<file path="src/rtl/pkt_rx_router.sv">
// -----------------------------------------------------------------------------
// pkt_rx_router
//
// Ingress packet receiver. Deserialises a byte stream of the form
//   src_id, dest_id, size, data[0 .. size-1], crc
// into a 16-byte buffer, validates it (crc = XOR of the data bytes, plus an
// optional source filter) and then writes the buffered data into one of three
// output-port FIFOs, selected by dest_id:
//   0..85 -> port 1, 86..170 -> port 2, 171..255 -> port 3.
// Packets that fail validation, that are too large (size > 15), or that are
// aborted (packet_valid_i dropping mid-packet) are discarded without any
// FIFO write.
//
// Configuration macro:
//   SRC_FILTER_EN  defined   : a packet is trusted only if src_id[7:4] == 0
//                             and the crc matches.
//                  undefined : only the crc check decides.
//
// Ports:
//   clk1               in   sole clock, rising edge
//   rst                in   asynchronous active-low reset
//   packet_valid_i     in   sender drives a valid byte on pdata
//   pdata[7:0]         in   packet byte, one per clock
//   wfull_port_1/2/3   in   full flag of each port FIFO
//   stop_packet_send   out  back-pressure, high exactly while flushing
//   winc_port_1/2/3    out  one-cycle FIFO write strobe
//   wdata_port_1/2/3   out  FIFO write data (0 when not writing)
//   waddr_in_port_1/2/3 out FIFO write address (0 when not writing)
// -----------------------------------------------------------------------------
module pkt_rx_router (
    input  logic       clk1,
    input  logic       rst,
    input  logic       packet_valid_i,
    input  logic [7:0] pdata,
    input  logic       wfull_port_1,
    input  logic       wfull_port_2,
    input  logic       wfull_port_3,
    output logic       stop_packet_send,
    output logic       winc_port_1,
    output logic       winc_port_2,
    output logic       winc_port_3,
    output logic [7:0] wdata_port_1,
    output logic [7:0] wdata_port_2,
    output logic [7:0] wdata_port_3,
    output logic [3:0] waddr_in_port_1,
    output logic [3:0] waddr_in_port_2,
    output logic [3:0] waddr_in_port_3
);

    typedef enum logic [2:0] {
        S_IDLE,
        S_DEST,
        S_SIZE,
        S_DATA,
        S_CRC,
        S_FLUSH,
        S_DISCARD
    } state_e;

    typedef enum logic [1:0] {
        PORT_1,
        PORT_2,
        PORT_3
    } port_e;

    state_e     state_q, state_d;
    port_e      port_q;
    logic       src_pass_q;      // source-filter verdict, taken when src_id arrives
    logic [7:0] size_q;
    logic [7:0] cnt_q;           // data byte counter (DATA) / byte counter (DISCARD)
    logic [7:0] xor_q;           // running XOR of the data bytes
    logic [3:0] flush_idx_q;     // next buffer byte to write out
    logic [7:0] buffer_q [16];
    logic [3:0] addr_1_q, addr_2_q, addr_3_q;

    logic src_pass;
    logic sel_full;
    logic trusted;
    logic data_last;
    logic flush_last;
    logic flush_write;
    logic wr_1, wr_2, wr_3;

    // Only the filter verdict is kept, not src_id itself: nothing else in the
    // design looks at the source id.
`ifdef SRC_FILTER_EN
    assign src_pass = (pdata[7:4] == 4'd0);
`else
    assign src_pass = 1'b1;
`endif

    function automatic port_e port_of(input logic [7:0] dest);
        port_e p;
        if (dest <= 8'd85)       p = PORT_1;
        else if (dest <= 8'd170) p = PORT_2;
        else                     p = PORT_3;
        return p;
    endfunction

    // NOTE: every signal written in an always_comb gets a default first, so no
    // path through the block leaves it unassigned and no latch is inferred.
    always_comb begin
        sel_full = 1'b0;
        case (port_q)
            PORT_1:  sel_full = wfull_port_1;
            PORT_2:  sel_full = wfull_port_2;
            PORT_3:  sel_full = wfull_port_3;
            default: sel_full = 1'b0;
        endcase
    end

    assign trusted     = (pdata == xor_q) && src_pass_q;
    assign data_last   = (cnt_q == size_q - 8'd1);
    assign flush_last  = ({4'd0, flush_idx_q} == size_q - 8'd1);
    assign flush_write = (state_q == S_FLUSH) && !sel_full;
    assign wr_1        = flush_write && (port_q == PORT_1);
    assign wr_2        = flush_write && (port_q == PORT_2);
    assign wr_3        = flush_write && (port_q == PORT_3);

    assign stop_packet_send = (state_q == S_FLUSH);

    // ------------------------------------------------------------------ FSM
    // NOTE: sequential state is updated with non-blocking assignments so every
    // flop samples the pre-edge values, independent of statement order.
    always_ff @(posedge clk1 or negedge rst) begin
        if (!rst) state_q <= S_IDLE;
        else      state_q <= state_d;
    end

    always_comb begin
        state_d = state_q;
        case (state_q)
            S_IDLE: begin
                if (packet_valid_i) state_d = S_DEST;
            end
            S_DEST: begin
                state_d = packet_valid_i ? S_SIZE : S_IDLE;
            end
            S_SIZE: begin
                if (!packet_valid_i)     state_d = S_IDLE;
                else if (pdata == 8'd0)  state_d = S_CRC;
                else if (pdata > 8'd15)  state_d = S_DISCARD;
                else                     state_d = S_DATA;
            end
            S_DATA: begin
                if (!packet_valid_i) state_d = S_IDLE;
                else if (data_last)  state_d = S_CRC;
            end
            S_CRC: begin
                // Size 0 passes the crc check but has nothing to write.
                if (packet_valid_i && trusted && (size_q != 8'd0)) state_d = S_FLUSH;
                else                                              state_d = S_IDLE;
            end
            S_FLUSH: begin
                if (flush_write && flush_last) state_d = S_IDLE;
            end
            S_DISCARD: begin
                // cnt_q == size_q is the crc byte, the last one to swallow.
                if (cnt_q == size_q) state_d = S_IDLE;
            end
            default: state_d = S_IDLE;
        endcase
    end

    // ------------------------------------------------------------ datapath
    always_ff @(posedge clk1 or negedge rst) begin
        if (!rst) begin
            port_q      <= PORT_1;
            src_pass_q  <= 1'b0;
            size_q      <= 8'd0;
            cnt_q       <= 8'd0;
            xor_q       <= 8'd0;
            flush_idx_q <= 4'd0;
        end else begin
            case (state_q)
                S_IDLE: begin
                    if (packet_valid_i) src_pass_q <= src_pass;
                end
                S_DEST: begin
                    if (packet_valid_i) port_q <= port_of(pdata);
                end
                S_SIZE: begin
                    if (packet_valid_i) begin
                        size_q      <= pdata;
                        cnt_q       <= 8'd0;
                        xor_q       <= 8'd0;
                        flush_idx_q <= 4'd0;
                    end
                end
                S_DATA: begin
                    if (packet_valid_i) begin
                        cnt_q <= cnt_q + 8'd1;
                        xor_q <= xor_q ^ pdata;
                    end
                end
                S_DISCARD: begin
                    cnt_q <= cnt_q + 8'd1;
                end
                S_FLUSH: begin
                    if (flush_write) flush_idx_q <= flush_idx_q + 4'd1;
                end
                default: ;
            endcase
        end
    end

    // NOTE: the packet buffer is deliberately not reset; it is always written
    // before it is read, and leaving it reset-free lets it map onto plain RAM.
    always_ff @(posedge clk1) begin
        if (state_q == S_DATA && packet_valid_i) buffer_q[cnt_q[3:0]] <= pdata;
    end

    // ------------------------------------------------------ FIFO write ports
    // Write outputs are registered and return to 0 whenever the port is not
    // being written, so unselected ports never show activity.
    always_ff @(posedge clk1 or negedge rst) begin
        if (!rst) begin
            winc_port_1     <= 1'b0;
            winc_port_2     <= 1'b0;
            winc_port_3     <= 1'b0;
            wdata_port_1    <= 8'd0;
            wdata_port_2    <= 8'd0;
            wdata_port_3    <= 8'd0;
            waddr_in_port_1 <= 4'd0;
            waddr_in_port_2 <= 4'd0;
            waddr_in_port_3 <= 4'd0;
            addr_1_q        <= 4'd0;
            addr_2_q        <= 4'd0;
            addr_3_q        <= 4'd0;
        end else begin
            winc_port_1     <= wr_1;
            winc_port_2     <= wr_2;
            winc_port_3     <= wr_3;
            wdata_port_1    <= wr_1 ? buffer_q[flush_idx_q] : 8'd0;
            wdata_port_2    <= wr_2 ? buffer_q[flush_idx_q] : 8'd0;
            wdata_port_3    <= wr_3 ? buffer_q[flush_idx_q] : 8'd0;
            waddr_in_port_1 <= wr_1 ? addr_1_q : 4'd0;
            waddr_in_port_2 <= wr_2 ? addr_2_q : 4'd0;
            waddr_in_port_3 <= wr_3 ? addr_3_q : 4'd0;
            // Address counters persist across packets and wrap 15 -> 0.
            if (wr_1) addr_1_q <= addr_1_q + 4'd1;
            if (wr_2) addr_2_q <= addr_2_q + 4'd1;
            if (wr_3) addr_3_q <= addr_3_q + 4'd1;
        end
    end

endmodule

</file>
<file path="config.mk">
export PLATFORM = sky130hd
export DESIGN_NAME = pkt_rx_router
export DESIGN_NICKNAME = d
export VERILOG_FILES = /design/src/rtl/pkt_rx_router.sv
export SDC_FILE = /design/constraint.sdc
export NUM_CORES = 1
export LEC_CHECK = 0
export CAP_MARGIN = 15
export CORE_MARGIN = 2
export CORE_UTILIZATION = 55
export CTS_CLUSTER_DIAMETER = 50
export DETAILED_ROUTE_END_ITERATION = 12
export GPL_TIMING_DRIVEN = 0
export PLACE_DENSITY = 0.83
export SLEW_MARGIN = 5
export SYNTH_ARGS = -nofsm -noshare
export SYNTH_HDL_FRONTEND = slang
export SYNTH_SLANG_ARGS = --single-unit
</file>
<file path="constraint.sdc">
create_clock -name clk1 -period 2.9 [get_ports clk1]
set_input_delay 0.87 -clock clk1 [delete_from_list [all_inputs] [get_ports clk1]]
set_output_delay 0.87 -clock clk1 [all_outputs]
set_load 0.005 [all_outputs]
</file>
run_1/m1.png
Cells faint in the background.
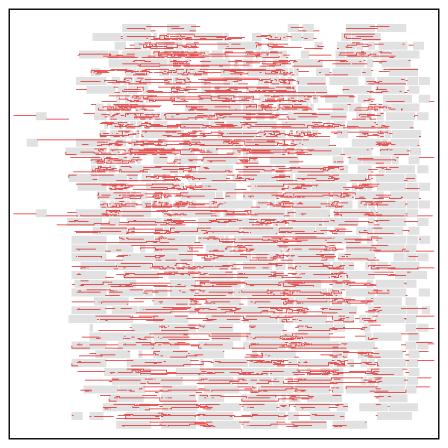
- longest straight run: 47.4 µm
- share of all routed wire: 39%
- main direction: horizontal

run_1/m2.png
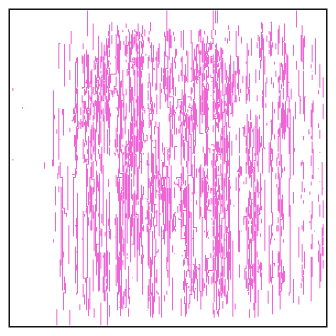
- nets with wire on the layer: 644
- longest straight run: 45.7 µm
- main direction: vertical
- share of all routed wire: 49%

run_1/m3.png
Cells faint in the background.
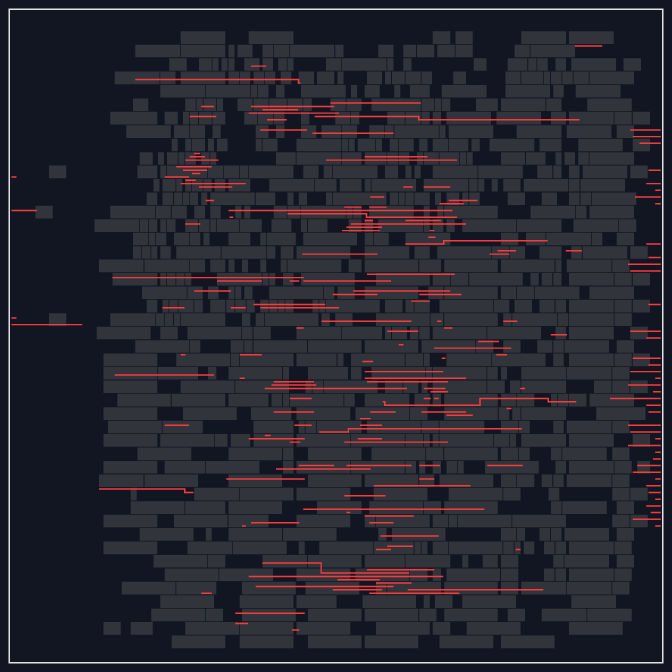
- share of all routed wire: 8.0%
- nets with wire on the layer: 134

run 1: power breakdown:
part / leakage [nW] / total, mW / switching (mW) / internal [mW]
clock: 0.387 / 2.96 / 1.13 / 1.83
sequential: 2.29 / 3.72 / 0.250 / 3.47
combinational: 1.34 / 2.25 / 1.28 / 0.974
run 1: per-stage QoR:
step	cell area, µm²	setup TNS, ns
2_1_floorplan	9020	0
3_3_place_gp	9820	-234.12
3_5_place_dp	9870	-73.27
4_1_cts	10700	0
5_1_grt	10700	-2.95
6_report	10700	-0.132
run 1: sequential cells by signal, summed over array words and instances, names as in the netlist, 8 cells and up:
name          count
wdata_port_3      8
wdata_port_1      8
wdata_port_2      8
xor_q             8
size_q            8
buffer_q        128
cnt_q             8
==> results.toml, run 1 <==
# generated from flow reports
[drt]
met1Wirelength_um = 7770
wirelength_um = 19700
wl_per_cell_um = 20.7
vias_per_cell = 5.97

[critical_path]
path_cells = "clkdlybuf4s50_1, nand3_1, nor2_1, clkbuf_2, nand2_1, nor3_1, buf_2"
startpoint = "packet_valid_i"
r2r_cells = 7
worst_ep_required_time_ns = 3.10
cp_max_fo = 10

[pwr]
vdd_drop_max_mv = 0.474
power.density_nw_per_um2 = 832

[final_layout]
nClkBuffers = 31
comb_area_um2 = 2890
syn_to_final_growth_pct = 18.9

[synth]
synth-xor-area-share_pct = 3.88
synthTopCellsByCount = "128 x edfxtp_1, 85 x dfrtp_1, 38 x and2_1"
adder_share_pct = 1.39
simple_gate_share_pct = 9.96
synth_top_cell_by_area = "edfxtp_1"
synth_area_um2 = 9020
ys_seq_share_pct = 66.2
yosysWarnings = 0

[sta]
tightest_slew_ns = 1.01
maxSlewViolCount = 0
setup_viol = 16
layout_setup_ws_ns = -0.0177

[clocking]
cts.sinks = 213
clk_latency_ns = 0.51
post_cts_resized = 8
post_cts_buffers = 0

[global_routing]
first_global_vias = 5657
met2_usage_pct = 38.3
grt_max_degree = 73

[status]
status = "finished with violations"
failed_checks = "negative setup slack"

[job]
maxCapViolCount = 0

[place]
dp_hpwl_um = 13000
--- run 2 (diff from run 1) ---
Settings changed: CORE_UTILIZATION 55 to 30, PLACE_DENSITY 0.83 to 0.44.
run_2/m2.png
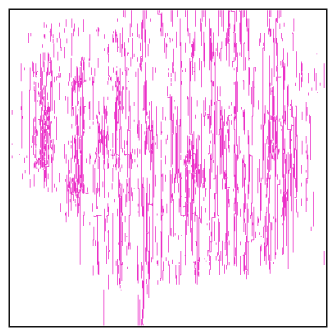
- nets with wire on the layer: 650
- wire length on this layer: 10,800 µm
- main direction: vertical
- longest straight run: 73.6 µm

run_2/m3.png
Cells faint in the background.
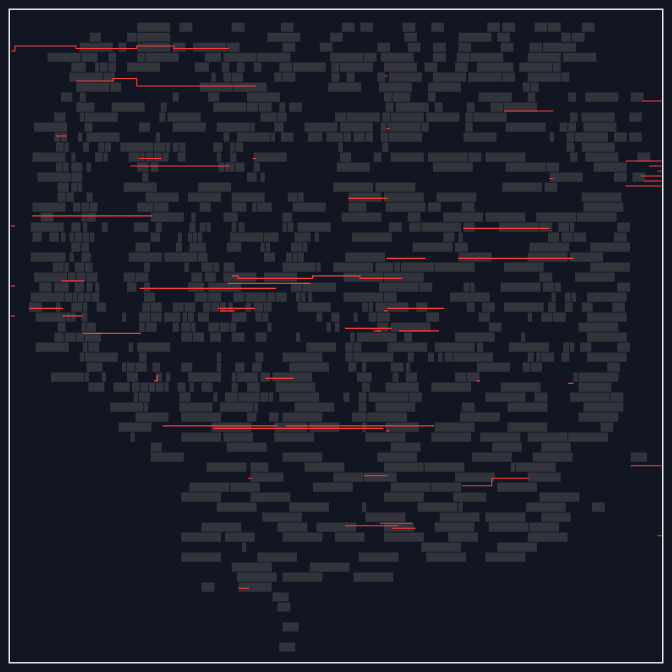
- longest straight run: 46.0 µm
- share of all routed wire: 3.2%
- nets with wire on the layer: 34
- main direction: horizontal

==> results.toml, run 2 <==
# generated from flow reports
[status]
status = "complete, no violations"

[final_layout]
postLayoutCellArea_um2 = 11200
syn_to_final_growth_pct = 24.0
diodes = 0
largest_register_ffs = 128

[critical_path]
worst_ep_required_time_ns = 3.14
startpoint = "packet_valid_i"
cp_max_fo = 10
r2r_cells = 9
path_cells = "clkdlybuf4s50_1, nand3_1, nor2_1, clkbuf_2, nand2_1, nor3_2, buf_4"
r2r-start = "size_q[0]"

[sta]
setup_viol = 0
layout_setup_ws_ns = 0.0545

[pwr]
combPwrFrac_pct = 24.0
seq_power_mw = 3.71
sw_frac_of_total_pct = 30.2
power_switching_mw = 2.85
power.density_nw_per_um2 = 844
vdd_drop_max_mv = 0.487
seqPwrFrac_pct = 39.4
p_comb_mw = 2.26
power.group.top = "registers"

[synth]
ys_seq_share_pct = 66.2
synth_area_um2 = 9020
yosysCellCount = 633
synth-xor-area-share_pct = 3.88
adder_share_pct = 1.39
synth_top_cell_by_area = "edfxtp_1"
simple_gate_share_pct = 9.96
yosysWarnings = 0
synthTopCellsByCount = "128 x edfxtp_1, 85 x dfrtp_1, 38 x and2_1"

[global_routing]
first_global_vias = 5809
grt_max_degree = 68

[clocking]
cts.sinks = 213
clk_latency_ns = 0.54

[drt]
wirelength_um = 21900
vias_per_cell = 4.77
met1Wirelength_um = 9950
wl_per_cell_um = 19.2

[place]
dp_hpwl_um = 15000

[job]
maxCapViolCount = 0
run_2/m4.png
Scale bar: 50 µm. Cells faint in the background.
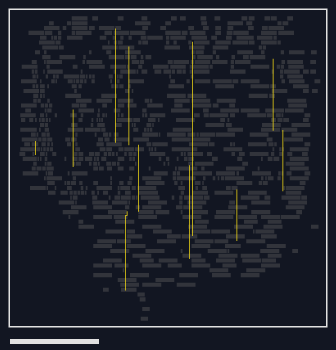
- wire length on this layer: 505 µm
- nets with wire on the layer: 5

run 2: repair_timing:
action,CTS,global route
buffers inserted,1,3
endpoints found under the setup margin,97,75
resized,13,14
pin swaps,0,1
endpoints found under the hold margin,0,0
run 2: critical path: cells and delay by family:
kind / cells / cell delay, ns
buffers and inverters: 3 / 1.16
and+or+nand+nor: 4 / 1.04
run 2: area by class of cell:
class	instances	area (µm²)	share of cell area, %
Buffer	36	171	1.53
Clock buffer	46	903	8.08
Clock inverter	10	72.6	0.649
Inverter	11	41.3	0.369
Multi-Input combinational cell	372	2910	26.0
Sequential cell	213	5970	53.4
Tap cell	390	488	4.36
Timing Repair Buffer	62	626	5.59
Power figures rest on the tool's default switching activity, not on a simulated workload.
